[config.mk]
export PLATFORM = sky130hd
export DESIGN_NAME = rpn_pilha_ctrl
export DESIGN_NICKNAME = d
export VERILOG_FILES = /design/src/rtl/rpn_pilha_ctrl.sv
export SDC_FILE = /design/constraint.sdc
export NUM_CORES = 1
export LEC_CHECK = 0
export CAP_MARGIN = 20
export CORE_MARGIN = 2
export CORE_UTILIZATION = 50
export DETAILED_ROUTE_END_ITERATION = 10
export PLACE_DENSITY = 0.88
export SLEW_MARGIN = 20
export SYNTH_ARGS = -nofsm -noshare
export SYNTH_HDL_FRONTEND = slang
export SYNTH_SLANG_ARGS = --single-unit
[constraint.sdc]
create_clock -name clk -period 3 [get_ports clk]
set_input_delay 0.45 -clock clk [delete_from_list [all_inputs] [get_ports clk]]
set_output_delay 0.45 -clock clk [all_outputs]
set_load 0.02 [all_outputs]
[src/rtl/rpn_pilha_ctrl.sv]
// RPN operand stack and sequencer in front of the combinational 8-bit ALU.
// Pops operands into registered ALU inputs, then writes the ALU result back.
//
// state | meaning
// IDLE  | accepts push/op commands
// EXEC  | ALU settles on the registered operands
// WB    | capture flags, write result back (or keep operands on erro)
module rpn_pilha_ctrl #(
  parameter int DEPTH = 4,
  parameter int PW    = 3
) (
  input  logic          clk,
  input  logic          rst_n,
  input  logic          clear,
  input  logic          push,
  input  logic [7:0]    din,
  input  logic          op,
  input  logic [2:0]    sel,
  input  logic          cin,
  output logic [7:0]    alu_a,
  output logic [7:0]    alu_b,
  output logic [2:0]    alu_sel,
  output logic          alu_cin,
  input  logic [7:0]    alu_s,
  input  logic [4:0]    alu_flags,
  output logic [7:0]    top,
  output logic [PW-1:0] depth,
  output logic [4:0]    flags_q,
  output logic          busy,
  output logic          err_under,
  output logic          err_over,
  output logic          err_div,
  output logic          cmd_err
);

  typedef enum logic [1:0] {S_IDLE, S_EXEC, S_WB} state_t;

  localparam logic [PW-1:0] DEPTH_C = PW'(DEPTH);
  localparam logic [2:0]    SEL_NOT = 3'b111;

  state_t          state_q, state_d;
  logic [7:0]      stack_q [DEPTH];
  logic [7:0]      stack_d [DEPTH];
  logic [PW-1:0]   depth_q, depth_d;
  logic [7:0]      alu_a_q, alu_a_d, alu_b_q, alu_b_d;
  logic [2:0]      alu_sel_q, alu_sel_d;
  logic            alu_cin_q, alu_cin_d;
  logic [4:0]      flags_d;
  logic            err_under_q, err_under_d, err_over_q, err_over_d;
  logic            err_div_q, err_div_d, cmd_err_q, cmd_err_d;
  logic [PW-1:0]   top_idx, below_idx;
  logic [7:0]      top_val, below_val;
  logic            has_ops;

  assign top_idx   = depth_q - PW'(1);
  assign below_idx = depth_q - PW'(2);
  assign has_ops   = (sel == SEL_NOT) ? (depth_q != '0) : (depth_q >= PW'(2));

  always_comb begin
    top_val   = '0;
    below_val = '0;
    for (int i = 0; i < DEPTH; i++) begin
      if (depth_q != '0 && PW'(i) == top_idx) top_val = stack_q[i];
      if (depth_q >= PW'(2) && PW'(i) == below_idx) below_val = stack_q[i];
    end
  end

  always_ff @(posedge clk or negedge rst_n) begin
    if (!rst_n) begin
      state_q     <= S_IDLE;
      for (int i = 0; i < DEPTH; i++) stack_q[i] <= '0;
      depth_q     <= '0;
      alu_a_q     <= '0;
      alu_b_q     <= '0;
      alu_sel_q   <= '0;
      alu_cin_q   <= 1'b0;
      flags_q     <= '0;
      err_under_q <= 1'b0;
      err_over_q  <= 1'b0;
      err_div_q   <= 1'b0;
      cmd_err_q   <= 1'b0;
    end else begin
      state_q     <= state_d;
      for (int i = 0; i < DEPTH; i++) stack_q[i] <= stack_d[i];
      depth_q     <= depth_d;
      alu_a_q     <= alu_a_d;
      alu_b_q     <= alu_b_d;
      alu_sel_q   <= alu_sel_d;
      alu_cin_q   <= alu_cin_d;
      flags_q     <= flags_d;
      err_under_q <= err_under_d;
      err_over_q  <= err_over_d;
      err_div_q   <= err_div_d;
      cmd_err_q   <= cmd_err_d;
    end
  end

  always_comb begin
    state_d = state_q;
    if (clear) begin
      state_d = S_IDLE;
    end else begin
      case (state_q)
        S_IDLE:  if (op && !push && has_ops) state_d = S_EXEC;
        S_EXEC:  state_d = S_WB;
        S_WB:    state_d = S_IDLE;
        default: state_d = S_IDLE;
      endcase
    end
  end

  always_comb begin
    for (int i = 0; i < DEPTH; i++) stack_d[i] = stack_q[i];
    depth_d     = depth_q;
    alu_a_d     = alu_a_q;
    alu_b_d     = alu_b_q;
    alu_sel_d   = alu_sel_q;
    alu_cin_d   = alu_cin_q;
    flags_d     = flags_q;
    err_under_d = err_under_q;
    err_over_d  = err_over_q;
    err_div_d   = err_div_q;
    cmd_err_d   = 1'b0;
    if (clear) begin
      for (int i = 0; i < DEPTH; i++) stack_d[i] = '0;
      depth_d     = '0;
      alu_a_d     = '0;
      alu_b_d     = '0;
      alu_sel_d   = '0;
      alu_cin_d   = 1'b0;
      flags_d     = '0;
      err_under_d = 1'b0;
      err_over_d  = 1'b0;
      err_div_d   = 1'b0;
    end else begin
      case (state_q)
        S_IDLE: begin
          if (push && op) begin
            cmd_err_d = 1'b1;
          end else if (push) begin
            if (depth_q < DEPTH_C) begin
              for (int i = 0; i < DEPTH; i++)
                if (PW'(i) == depth_q) stack_d[i] = din;
              depth_d = depth_q + PW'(1);
            end else begin
              err_over_d = 1'b1;
            end
          end else if (op) begin
            if (!has_ops) begin
              err_under_d = 1'b1;
            end else begin
              alu_sel_d = sel;
              alu_cin_d = cin;
              if (sel == SEL_NOT) begin
                alu_a_d = top_val;
                alu_b_d = '0;
              end else begin
                alu_a_d = below_val;
                alu_b_d = top_val;
              end
            end
          end
        end
        S_EXEC: begin
          cmd_err_d = push | op;
        end
        S_WB: begin
          cmd_err_d = push | op;
          flags_d   = alu_flags;
          // erro leaves the operands on the stack so the user can retry
          if (alu_flags[3]) begin
            err_div_d = 1'b1;
          end else if (alu_sel_q == SEL_NOT) begin
            for (int i = 0; i < DEPTH; i++)
              if (PW'(i) == top_idx) stack_d[i] = alu_s;
          end else begin
            for (int i = 0; i < DEPTH; i++) begin
              if (PW'(i) == below_idx) stack_d[i] = alu_s;
              if (PW'(i) == top_idx) stack_d[i] = '0;
            end
            depth_d = depth_q - PW'(1);
          end
        end
        default: ;
      endcase
    end
  end

  assign alu_a     = alu_a_q;
  assign alu_b     = alu_b_q;
  assign alu_sel   = alu_sel_q;
  assign alu_cin   = alu_cin_q;
  assign top       = top_val;
  assign depth     = depth_q;
  assign busy      = (state_q != S_IDLE);
  assign err_under = err_under_q;
  assign err_over  = err_over_q;
  assign err_div   = err_div_q;
  assign cmd_err   = cmd_err_q;

endmodule

Figure 1. Cell sizes after repair.
Scale: 4 px per um.
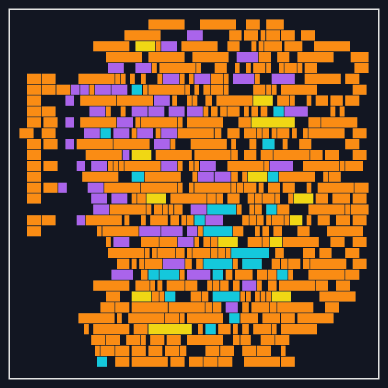
Orange shows x1 and smaller, cells 377. Cyan shows x3 and x4, cells 22. Yellow shows x6 and larger, cells 13. Purple shows x2, cells 55.
crit path setup slack, layout: 0.0739 ns
area added between synthesis and finish: 28.3%
non-clock buffer instance count of the final layout: 82
area of all placed cells without fillers: 0.00497 mm2

Figure 2. Placed cells, one color a class.
Scale: 4 px per um.
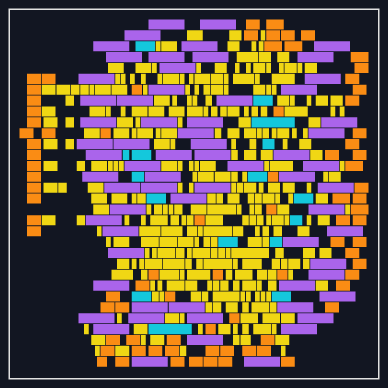
Cyan shows clock drivers and dummy loads, cells 16. Purple shows registers, cells 66. Orange shows remaining buffers and delay cells, cells 82. Yellow shows remaining logic cells, cells 303.
sequential share of cell area: 33.2%
final core area utilization: 65.3%
Placeable Area: 0.00761 mm2
Rows: 32

Figure 3. Met3 routing.
Scale: 3 px per um.
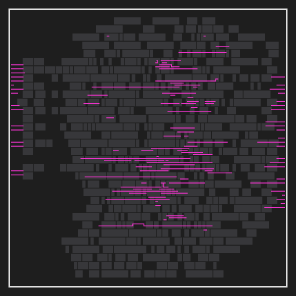
The wires run mostly horizontal. 91 nets have wire on it. The layer carries 726 um of wire. The layer holds 7.4% of the routed length. The longest straight run is 36.3 um.
via count of the routed design: 3341
total wirelength of the detailed-routed design: 9780 um
met3 global-route usage: 3.62%

Figure 4. Cell outlines without signal wires.
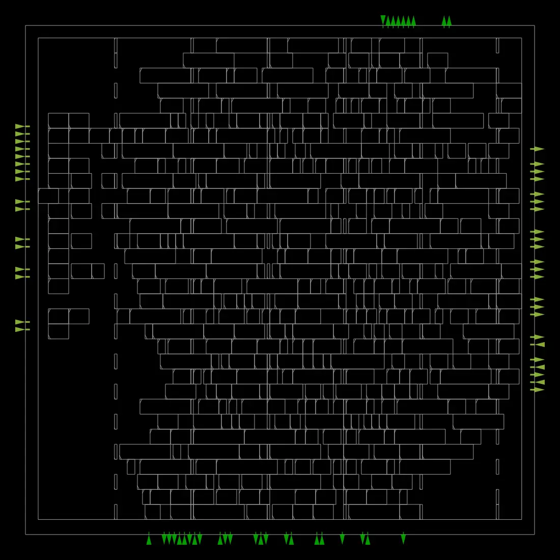
total of fill cells in the finished design: 585
post-layout instance count excluding filler cells: 569
Tap Count: 102
number of sequential cells in the layout: 66

==> summary.txt <==
Flow results follow.

The data required time of the worst path is between 2 and 3 ns. Per the post-synthesis report, the nets total ~440. The net switching power is about 1600 uW. Setup violations remaining at the end of the flow were counted as 0.

CTS saw 66 sinks. The synthesized design spends more area on one cell type than any other, namely dfrtp_1. Per the OpenROAD floorplan log, the width of the die is 92.0 um. The final worst hold slack is between 0.08 and 0.09 ns.

The max-cap violation count is 0. The met2 routing resource usage after global routing is 38.0%. After synthesis, the netlist uses 44 different library cells.

The worst setup path is launched from a flip-flop. Pin placement for this block handled 71 I/O pins. The final layout reports a setup TNS of 0 ns. The main area contributors are dfrtp_1 43%, mux2_2 9.3%, nor2_1 6.4%. The achievable frequency is between 0.3 and 0.4 GHz. The final tally of hold violations is 0.

The post-synthesis instance area is 0.00387 mm2. The top-area cell type share of the netlist area is 42.6%. Global route summary, busiest routing layer listed as met2. The placement summary gives the final routability congestion estimate as 0.899. According to the timing report, the arrival time at the worst endpoint equals 2.48 ns. The most critical setup path has its startpoint at depth[0]. The number of placed instances, taps included, is approximately 550.

The minimum setup slack among reg-to-reg paths is around 0.29 ns. The post-detailed-route DRC marker count is 0. Per the detail_route report, vias per standard cell equal 5.87.

At the end of the flow, the number of nets in the layout was 508. The portion of the clock cycle consumed by the worst path in the final layout is 97.5%. The maximum vdd drop is 0.000283 V. The run finished with clean final reports.
==> power by group through the flow <==
stage / Clock [uW] / Combinational (uW) / Sequential [uW]
finish: 851 / 1850 / 1380
global route: 896 / 2000 / 1400
CTS: 859 / 1790 / 1360
detailed placement: 0 / 1760 / 1370
global placement: 0 / 1710 / 1350
floorplan: 0 / 1220 / 1350
==> cell usage in the layout, fill, tap and decap left out, types with 9 or more instances in the layout <==
cell type        instances
clkdlybuf4s50_1         62
clkbuf_8                 9
nor2_1                  66
nand2_1                 23
ha_1                    12
dfrtp_1                 66
a21oi_1                 20
inv_1                   24
mux2i_1                 15
mux2_2                  32
buf_4                   13
o21ai_0                 13
nand3_1                  9
==> logic make-up after synthesis <==
group	count (synthesis)	share of synthesized area [%]
muxes	47	13.2
buffers and inverters	46	4.97
DFF	66	42.6
AOI/OAI and AO/OA	91	19.1
xor gates and xnor gates	2	0.646
and+or+nand+nor	123	14.3
adders and majority gates	16	5.17
==> final cells by class <==
type,count,area [um2],area share (%)
multi-input cells,279,2070,41.7
clock inverters,7,100,2.01
well taps,102,128,2.57
flip-flops and latches,66,1650,33.2
clock buffers,9,124,2.49
inverters,24,90.1,1.81
repair buffers,82,806,16.2
==> metrics by stage <==
stage | power, uW | instance area, um2 | worst slack [ns]
floorplan | 2570 | 3870 | 0.714
global placement | 3060 | 4670 | 0.147
detailed placement | 3130 | 4670 | 0.0665
CTS | 4010 | 4910 | 0.00995
global route | 4290 | 4970 | -0.0609
finish | 4080 | 4970 | 0.0739
==> metal layers <==
layer,up-vias,wire length [um]
met2,177,4660
met5,-,0
met1,1618,4170
met3,21,726
met4,0,223
li1,1525,-
==> registers in the layout (all words and copies together) (netlist names), 2 cells and up <==
signal / cells
flags_q: 5
alu_b: 8
state_q: 2
stack_q: 32
alu_a: 8
alu_sel: 3
depth: 3
No activity file was given, so power comes from the tool's default toggle rates.
